===== src/rtl/pow_arbiter.sv =====
// ---------------------------------------------------------------------------
// pow_arbiter
//
// Shares one `pow` pipeline between NUM_REQ requesters. A round-robin search
// picks one requester per accepted beat. The winner's ID is pushed into an
// in-order tag FIFO, so each `pow` result can be steered back to the
// requester that issued it. The response path back-pressures `pow` using
// the ready of whichever requester owns the head tag.
//
// Ports:
//   clk, rst        clock, synchronous active-low reset
//   req_valid/ready per-requester operand handshake
//   req_data        packed operands, requester i at [i*DATA_WIDTH +: DATA_WIDTH]
//   rsp_valid/ready per-requester result handshake
//   rsp_data        pow_data_out broadcast to every lane
//   pow_data_in/valid_in/ready_in    operand handshake towards `pow`
//   pow_data_out/valid_out/ready_out result handshake from `pow`
//   outstanding     tag FIFO occupancy
//   idle            no operations in flight
//   err_orphan      sticky: a `pow` result arrived with no tag to match it
// ---------------------------------------------------------------------------

package cnn1d_pkg;
    localparam int DATA_WIDTH = 16;
endpackage

module pow_arbiter #(
    parameter int NUM_REQ    = 4,
    parameter int DATA_WIDTH = cnn1d_pkg::DATA_WIDTH,
    parameter int TAG_DEPTH  = 8,
    localparam int ID_W      = $clog2(NUM_REQ),
    localparam int CNT_W     = $clog2(TAG_DEPTH + 1)
) (
    input  logic                          clk,
    input  logic                          rst,
    input  logic [NUM_REQ-1:0]            req_valid,
    input  logic [NUM_REQ*DATA_WIDTH-1:0] req_data,
    output logic [NUM_REQ-1:0]            req_ready,
    output logic [NUM_REQ-1:0]            rsp_valid,
    output logic [NUM_REQ*DATA_WIDTH-1:0] rsp_data,
    input  logic [NUM_REQ-1:0]            rsp_ready,
    output logic [DATA_WIDTH-1:0]         pow_data_in,
    output logic                          pow_valid_in,
    input  logic                          pow_ready_in,
    input  logic [DATA_WIDTH-1:0]         pow_data_out,
    input  logic                          pow_valid_out,
    output logic                          pow_ready_out,
    output logic [CNT_W-1:0]              outstanding,
    output logic                          idle,
    output logic                          err_orphan
);

    localparam int PTR_W = $clog2(TAG_DEPTH);

    logic [ID_W-1:0]       rr_ptr;
    logic [ID_W-1:0]       tag_mem [TAG_DEPTH];
    logic [PTR_W-1:0]      wr_ptr;
    logic [PTR_W-1:0]      rd_ptr;
    logic [CNT_W-1:0]      count;
    logic                  orphan_q;

    logic [DATA_WIDTH-1:0] lane_data [NUM_REQ];
    logic [ID_W-1:0]       grant;
    logic [ID_W-1:0]       cand;
    logic                  found;
    logic [ID_W-1:0]       next_rr;
    logic [ID_W-1:0]       head;
    logic                  any_valid;
    logic                  full;
    logic                  nonempty;
    logic                  issue;
    logic                  retire;

    for (genvar i = 0; i < NUM_REQ; i++) begin : g_lane
        assign lane_data[i] = req_data[i*DATA_WIDTH +: DATA_WIDTH];
    end

    assign any_valid = |req_valid;
    assign full      = (count == CNT_W'(TAG_DEPTH));
    assign nonempty  = (count != '0);
    assign head      = tag_mem[rd_ptr];

    // All handshakes are gated by rst so nothing moves while reset is held,
    // even though the state itself only clears on the clock edge.
    assign issue     = rst && any_valid && pow_ready_in && !full;
    assign retire    = pow_valid_out && pow_ready_out;

    // Round-robin search: first valid requester at or after rr_ptr, wrapping.
    always_comb begin
        grant = rr_ptr;
        cand  = rr_ptr;
        found = 1'b0;
        for (int k = 0; k < NUM_REQ; k++) begin
            cand = ID_W'((int'(rr_ptr) + k) % NUM_REQ);
            if (!found && req_valid[cand]) begin
                grant = cand;
                found = 1'b1;
            end
        end
    end

    // NUM_REQ need not be a power of two, so the wrap is explicit.
    assign next_rr = (grant == ID_W'(NUM_REQ - 1)) ? '0 : grant + 1'b1;

    assign pow_valid_in = rst && any_valid && !full;
    assign pow_data_in  = lane_data[grant];

    always_comb begin
        req_ready = '0;
        if (issue) begin
            req_ready[grant] = 1'b1;
        end
    end

    // Only the lane owning the head tag sees the result; with an empty FIFO
    // the result is an orphan and is neither presented nor accepted.
    always_comb begin
        rsp_valid = '0;
        if (rst && pow_valid_out && nonempty) begin
            rsp_valid[head] = 1'b1;
        end
    end

    assign pow_ready_out = rst && nonempty && rsp_ready[head];
    assign rsp_data      = {NUM_REQ{pow_data_out}};

    assign outstanding   = rst ? count : '0;
    assign idle          = !rst || (count == '0);
    assign err_orphan    = orphan_q;

    // Tag FIFO, round-robin pointer and sticky orphan flag. Pointers wrap
    // naturally because TAG_DEPTH is a power of two. Push is already blocked
    // by `full`, so a pop in a full cycle simply lowers the count.
    always_ff @(posedge clk) begin
        if (!rst) begin
            rr_ptr   <= '0;
            wr_ptr   <= '0;
            rd_ptr   <= '0;
            count    <= '0;
            orphan_q <= 1'b0;
        end else begin
            if (issue) begin
                tag_mem[wr_ptr] <= grant;
                wr_ptr          <= wr_ptr + 1'b1;
                rr_ptr          <= next_rr;
            end
            if (retire) begin
                rd_ptr <= rd_ptr + 1'b1;
            end
            if (issue && !retire) begin
                count <= count + 1'b1;
            end else if (!issue && retire) begin
                count <= count - 1'b1;
            end
            if (pow_valid_out && !nonempty) begin
                orphan_q <= 1'b1;
            end
        end
    end

endmodule


===== config.mk =====
export PLATFORM = sky130hd
export DESIGN_NAME = pow_arbiter
export DESIGN_NICKNAME = d
export VERILOG_FILES = /design/src/rtl/pow_arbiter.sv
export SDC_FILE = /design/constraint.sdc
export NUM_CORES = 1
export LEC_CHECK = 0
export CORE_ASPECT_RATIO = 1.1
export CORE_MARGIN = 5
export CORE_UTILIZATION = 39
export CTS_BUF_LIST = sky130_fd_sc_hd__clkbuf_8
export CTS_CLUSTER_DIAMETER = 200
export DETAILED_ROUTE_END_ITERATION = 6
export HOLD_SLACK_MARGIN = 0.15
export PLACE_DENSITY = 0.94
export SLEW_MARGIN = 20
export SYNTH_ARGS = -nofsm -noshare
export SYNTH_HDL_FRONTEND = slang
export SYNTH_SLANG_ARGS = --single-unit

===== constraint.sdc =====
create_clock -name clk -period 7.45 [get_ports clk]
set_clock_uncertainty 0.2 [all_clocks]
set_input_delay 1.49 -clock clk [delete_from_list [all_inputs] [get_ports clk]]
set_output_delay 1.49 -clock clk [all_outputs]
set_load 0.01 [all_outputs]

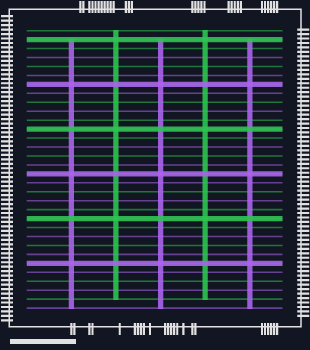
run_1/pdn.png
Scale bar: 20 µm. Pins as bars on the die edge.
VDD -> green
VSS -> purple
met1 rails = 32
met4 straps = 5
signal pins = 188
core area: 0.00656 mm²
Worst VDD drop: 0.0925 mV
Vert. Die Dim: 96.0 µm
Die X: 88.2 µm

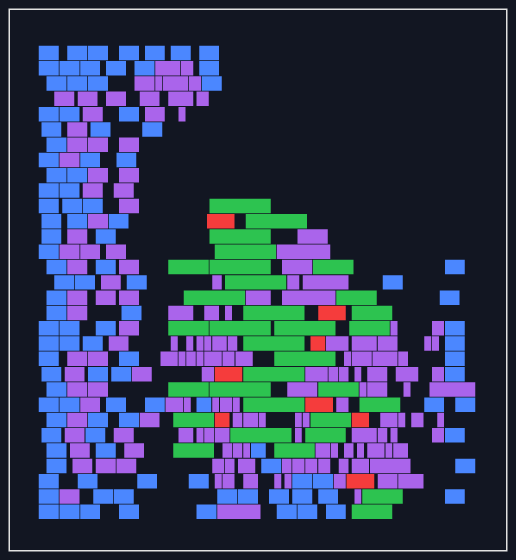
run_1/cell_classes.png
other buffers and delay cells -> blue  # cells 109, share of their area 33%
all other logic -> purple  # cells 158, share of their area 40%
clock drivers and dummy loads -> red  # cells 8, share of their area 2.8%
flops -> green  # cells 32, share of their area 24%
final core occ: 0.517
# rows: 31
flop share of the area: 0.236

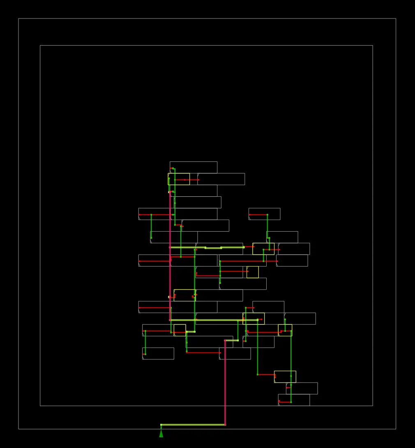
run_1/final_clocks.png
clk sink count: 32
flop count: 32

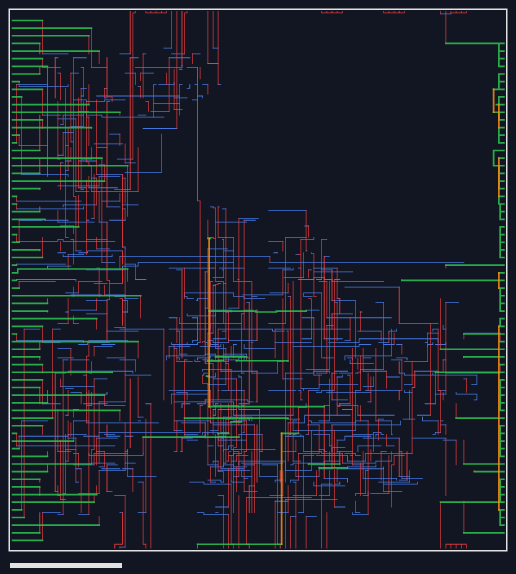
run_1/metal_stack.png
Scale bar: 20 µm.
met1 -> blue  # wire length 1930 µm
met3 -> green  # wire length 878 µm
met2 -> red  # wire length 2810 µm
met4 -> orange  # wire length 100 µm

-- run 1: synthesized netlist by cell type, types with 3 or more instances --
cell type | n | area, µm²
buf_4 | 64 | 480
mux2i_1 | 53 | 531
dfxtp_1 | 16 | 320
edfxtp_1 | 16 | 480
nor2_1 | 15 | 56.3
nand2_1 | 13 | 48.8
ha_1 | 9 | 113
a21oi_1 | 8 | 40.0
and2_1 | 7 | 43.8
inv_1 | 5 | 18.8
nor2b_1 | 5 | 31.3
buf_2 | 4 | 20.0
clkbuf_1 | 4 | 15.0
nor3_1 | 4 | 20.0
inv_2 | 3 | 11.3
mux2_4 | 3 | 45.0
xnor2_1 | 3 | 26.3
-- run 1: power breakdown --
part / internal, mW / switching, mW
Sequential: 0.201 / 0.0169
Clock: 0.0660 / 0.0662
Combinational: 0.154 / 0.112
Total: 0.421 / 0.195
==> flow_metrics.py, run 1 <==
# Physical implementation metrics
metrics = {
    "run_status": {
        "status": "finished clean",
    },
    "sta": {
        "fin_crit_ps": 5710,
        "drv_slew": 0,
        "setup_viol": 0,
        "fin_tns_setup_ps": 0,
        "setup_slack_ps": 1740,
        "rsz0062_at_grt": "false",
        "whs_ps": 254,
    },
    "final_layout": {
        "clockBufferCount": 5,
        "nonClkBufAreaFrac": 0.320,
        "final_area_mm2": 0.00339,
        "biggestCellCategory": "combinational gates",
        "fillCellCount": 566,
        "diodes": 0,
        "regMostFlops": "tag_mem",
        "drive_above_1_share": 0.0717,
        "final_cells": 389,
        "lay_top_count": "clkdlybuf4s50_1",
        "seq_area_um2": 801,
        "syn_to_final_growth_pct": 29.2,
        "fin_nets": 408,
        "clk_share": 0.0273,
        "buffers_excl_clock": 109,
        "mostFrequentLayoutCells": "107 x clkdlybuf4s50_1, 53 x mux2i_1, 16 x dfxtp_1, 16 x edfxtp_1, 14 x nor2_1",
        "largest_reg_flops": 16,
    },
    "placed_design": {
        "io_buffers": 107,
        "dp_hpwl_um": 4730,
        "gp_routability_congestion": 0.750,
    },
    "grt": {
        "grt_pass1_vias": 2017,
        "grt_antenna_before_repair": 0,
        "use_met2": 0.242,
        "use_met1": 0.134,
        "grt_max_degree": 44,
        "grt_pass1_wl_um": 8960,
        "grt_use_met3": 0.0642,
        "track_usage": 0.136,
    },
    "floorplan": {
        "ios": 188,
        "initCoreUtil": 0.400,
    },
    "synthesis": {
        "xor_share": 0.0167,
        "avgSynthCellArea_um2": 9.94,
        "syn-instance-count": 264,
        "ys_types": 39,
        "fp_nets": 366,
        "fa_ha_area_frac": 0.0505,
        "ys_sh_mux": 0.265,
    },
    "pwr": {
        "powerDensity_mw_per_mm2": 182,
        "p_leak_nw": 1.30,
        "p_total_uw": 616,
    },
    "clock_network": {
        "h-tree-depth": 2,
        "cts_tree": "done",
        "cts_buffers": 5,
        "cts_buffer_depth": 2,
        "cts_resized": 0,
        "cts_hold_buf": 0,
        "clk_pin_slew_ps": 70,
    },
    "critical_path": {
        "critPathMaxFanout": 19,
        "crit_chain": "clkdlybuf4s50_1 > nor2b_1 > nor3_1 > a21oi_1 > nor2_2 > buf_4 > inv_2 > ha_1 > and2_1 > clkdlybuf4s50_1",
        "slowest_stage": "clkdlybuf4s50_1",
        "cp-end-kind": "output port",
        "r2r_end": "count[3]",
        "r2r_slack_ps": 3690,
        "critPathCapture": "req_ready[2]",
    },
    "routing": {
        "wirelength_um": 5720,
        "wl_per_cell_um": 14.7,
        "viasPerCell": 4.93,
        "drc": 0,
        "dr_wl_met2_um": 2810,
        "drtIter0Drc": 31,
    },
    "worst_hold_path": {
        "hold_start": "rd_ptr[2]",
        "hold_class": "flop to flop",
        "hold_depth": 1,
    },
    "job": {
        "cap_violations": 0,
    },
}
==> inputs of run 2 (changes only) <==
- CORE_UTILIZATION: 39 -> 33
- PLACE_DENSITY: 0.94 -> 0.85
- clock period: 7.45 -> 4.7 ns (I/O delays scaled with it)
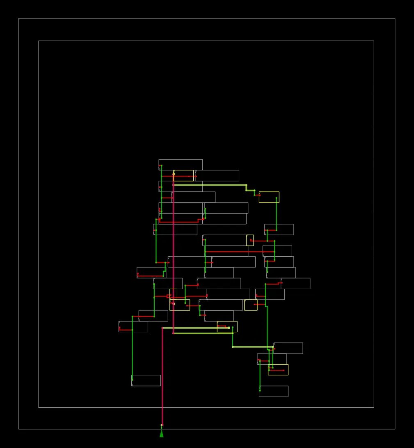
run_2/final_clocks.png
clock group power: 206 µW
TritonCTS Buffers: 5
CLK BUF: 5
worst-skew pair later-pin latency: 290 ps

==> flow_metrics.py, run 2 <==
# Physical implementation metrics
metrics = {
    "run_status": {
        "status": "finished clean",
    },
    "synthesis": {
        "synth.most_common_cell": "buf_4",
        "syn-instance-count": 264,
        "fa_ha_area_frac": 0.0505,
        "fp_nets": 366,
        "yosys-top-cells-count": "64 x buf_4, 53 x mux2i_1, 16 x dfxtp_1, 16 x edfxtp_1, 15 x nor2_1",
        "avgSynthCellArea_um2": 9.94,
        "logic_family": "multiplexers",
        "ys_sh_mux": 0.265,
        "top_area_frac": 0.202,
        "synth.area.top_cells": "mux2i_1 20%, buf_4 18%, edfxtp_1 18%",
    },
    "pwr": {
        "powerDensity_mw_per_mm2": 286,
        "vdd_drop_max_mv": 0.114,
        "intPower_uw": 671,
        "p_switching_uw": 314,
        "swShare": 0.319,
        "pwr-share-comb": 0.438,
        "pwr-share-clk": 0.209,
        "p_total_uw": 986,
        "p_leak_nw": 1.32,
        "pwr-share-seq": 0.353,
    },
    "sta": {
        "rsz0062_at_grt": "false",
        "drv_slew": 0,
        "fin_crit_ps": 4380,
        "whs_ps": 264,
        "setup_slack_ps": 321,
        "setup_viol": 0,
    },
    "grt": {
        "grt_use_met3": 0.0609,
        "grt_pass1_wl_um": 9210,
        "use_met2": 0.200,
        "track_usage": 0.117,
        "grt_pass1_vias": 2048,
        "grt_max_degree": 44,
    },
    "clock_network": {
        "clk_pin_slew_ps": 60,
        "cts_resized": 0,
        "h-tree-depth": 2,
        "cts_tree": "done",
        "cts_hold_buf": 0,
        "cts_num_sinks": 32,
        "cts_buffer_depth": 2,
    },
    "final_layout": {
        "mostFrequentLayoutCells": "107 x clkdlybuf4s50_1, 53 x mux2i_1, 16 x dfxtp_1, 16 x edfxtp_1, 14 x nor2_1",
        "final_cells": 416,
        "diodes": 0,
        "regMostFlops": "tag_mem",
        "fin_util": 0.441,
        "lay_top_count": "clkdlybuf4s50_1",
        "fillCellCount": 756,
        "largest_reg_flops": 16,
        "syn_to_final_growth_pct": 31.5,
        "final_area_mm2": 0.00345,
        "seq_area_um2": 801,
        "drive_above_1_share": 0.0747,
    },
    "routing": {
        "wirelength_um": 5640,
        "wl_per_cell_um": 13.6,
        "drc": 0,
        "viasPerCell": 4.57,
        "drtIter0Drc": 58,
    },
    "critical_path": {
        "r2r_end": "count[3]",
        "r2r_slack_ps": 940,
        "cp-end-kind": "output port",
        "slowest_stage": "clkdlybuf4s50_1",
        "critPathMaxFanout": 43,
        "crit_chain": "clkdlybuf4s50_1 > nand3b_1 > o31ai_1 > o31ai_4 > buf_12 > mux2i_1 > mux2i_1 > clkdlybuf4s50_1",
    },
    "floorplan": {
        "ios": 188,
        "initCoreUtil": 0.335,
        "coreArea_mm2": 0.00783,
        "die_h_um": 104,
        "dieWidth_um": 95.0,
        "rows": 34,
    },
    "placed_design": {
        "gp_routability_congestion": 0.725,
        "dp_hpwl_um": 4630,
        "io_buffers": 107,
        "dp_cells": 408,
    },
    "worst_hold_path": {
        "hold_depth": 1,
        "hold_class": "flop to flop",
    },
    "job": {
        "cap_violations": 0,
    },
}
[run 2: cell types whose count changed in the layout (fill, tap and decap cells not counted), sizes merged]
cell | previous run | this run
clkinvlp | 2 | 0
clkinv | 1 | 3
buf | 2 | 3
[run 2: area by class of cell]
type	instances	share of cell area
multi-input cells	150	0.371
repair buffers	110	0.324
flip-flops and latches	32	0.232
well taps	108	0.0391
clock buffers	5	0.0199
inverters	8	0.00870
clock inverters	3	0.00544
[run 2: power by group through the flow]
stage,registers [mW],clock network [mW],logic [mW]
detailed placement,0.354,0,0.437
global placement,0.351,0,0.424
finish,0.348,0.206,0.432
floorplan,0.342,0,0.299
global route,0.352,0.223,0.471
CTS,0.348,0.212,0.439
No activity file was given, so power comes from the tool's default toggle rates.
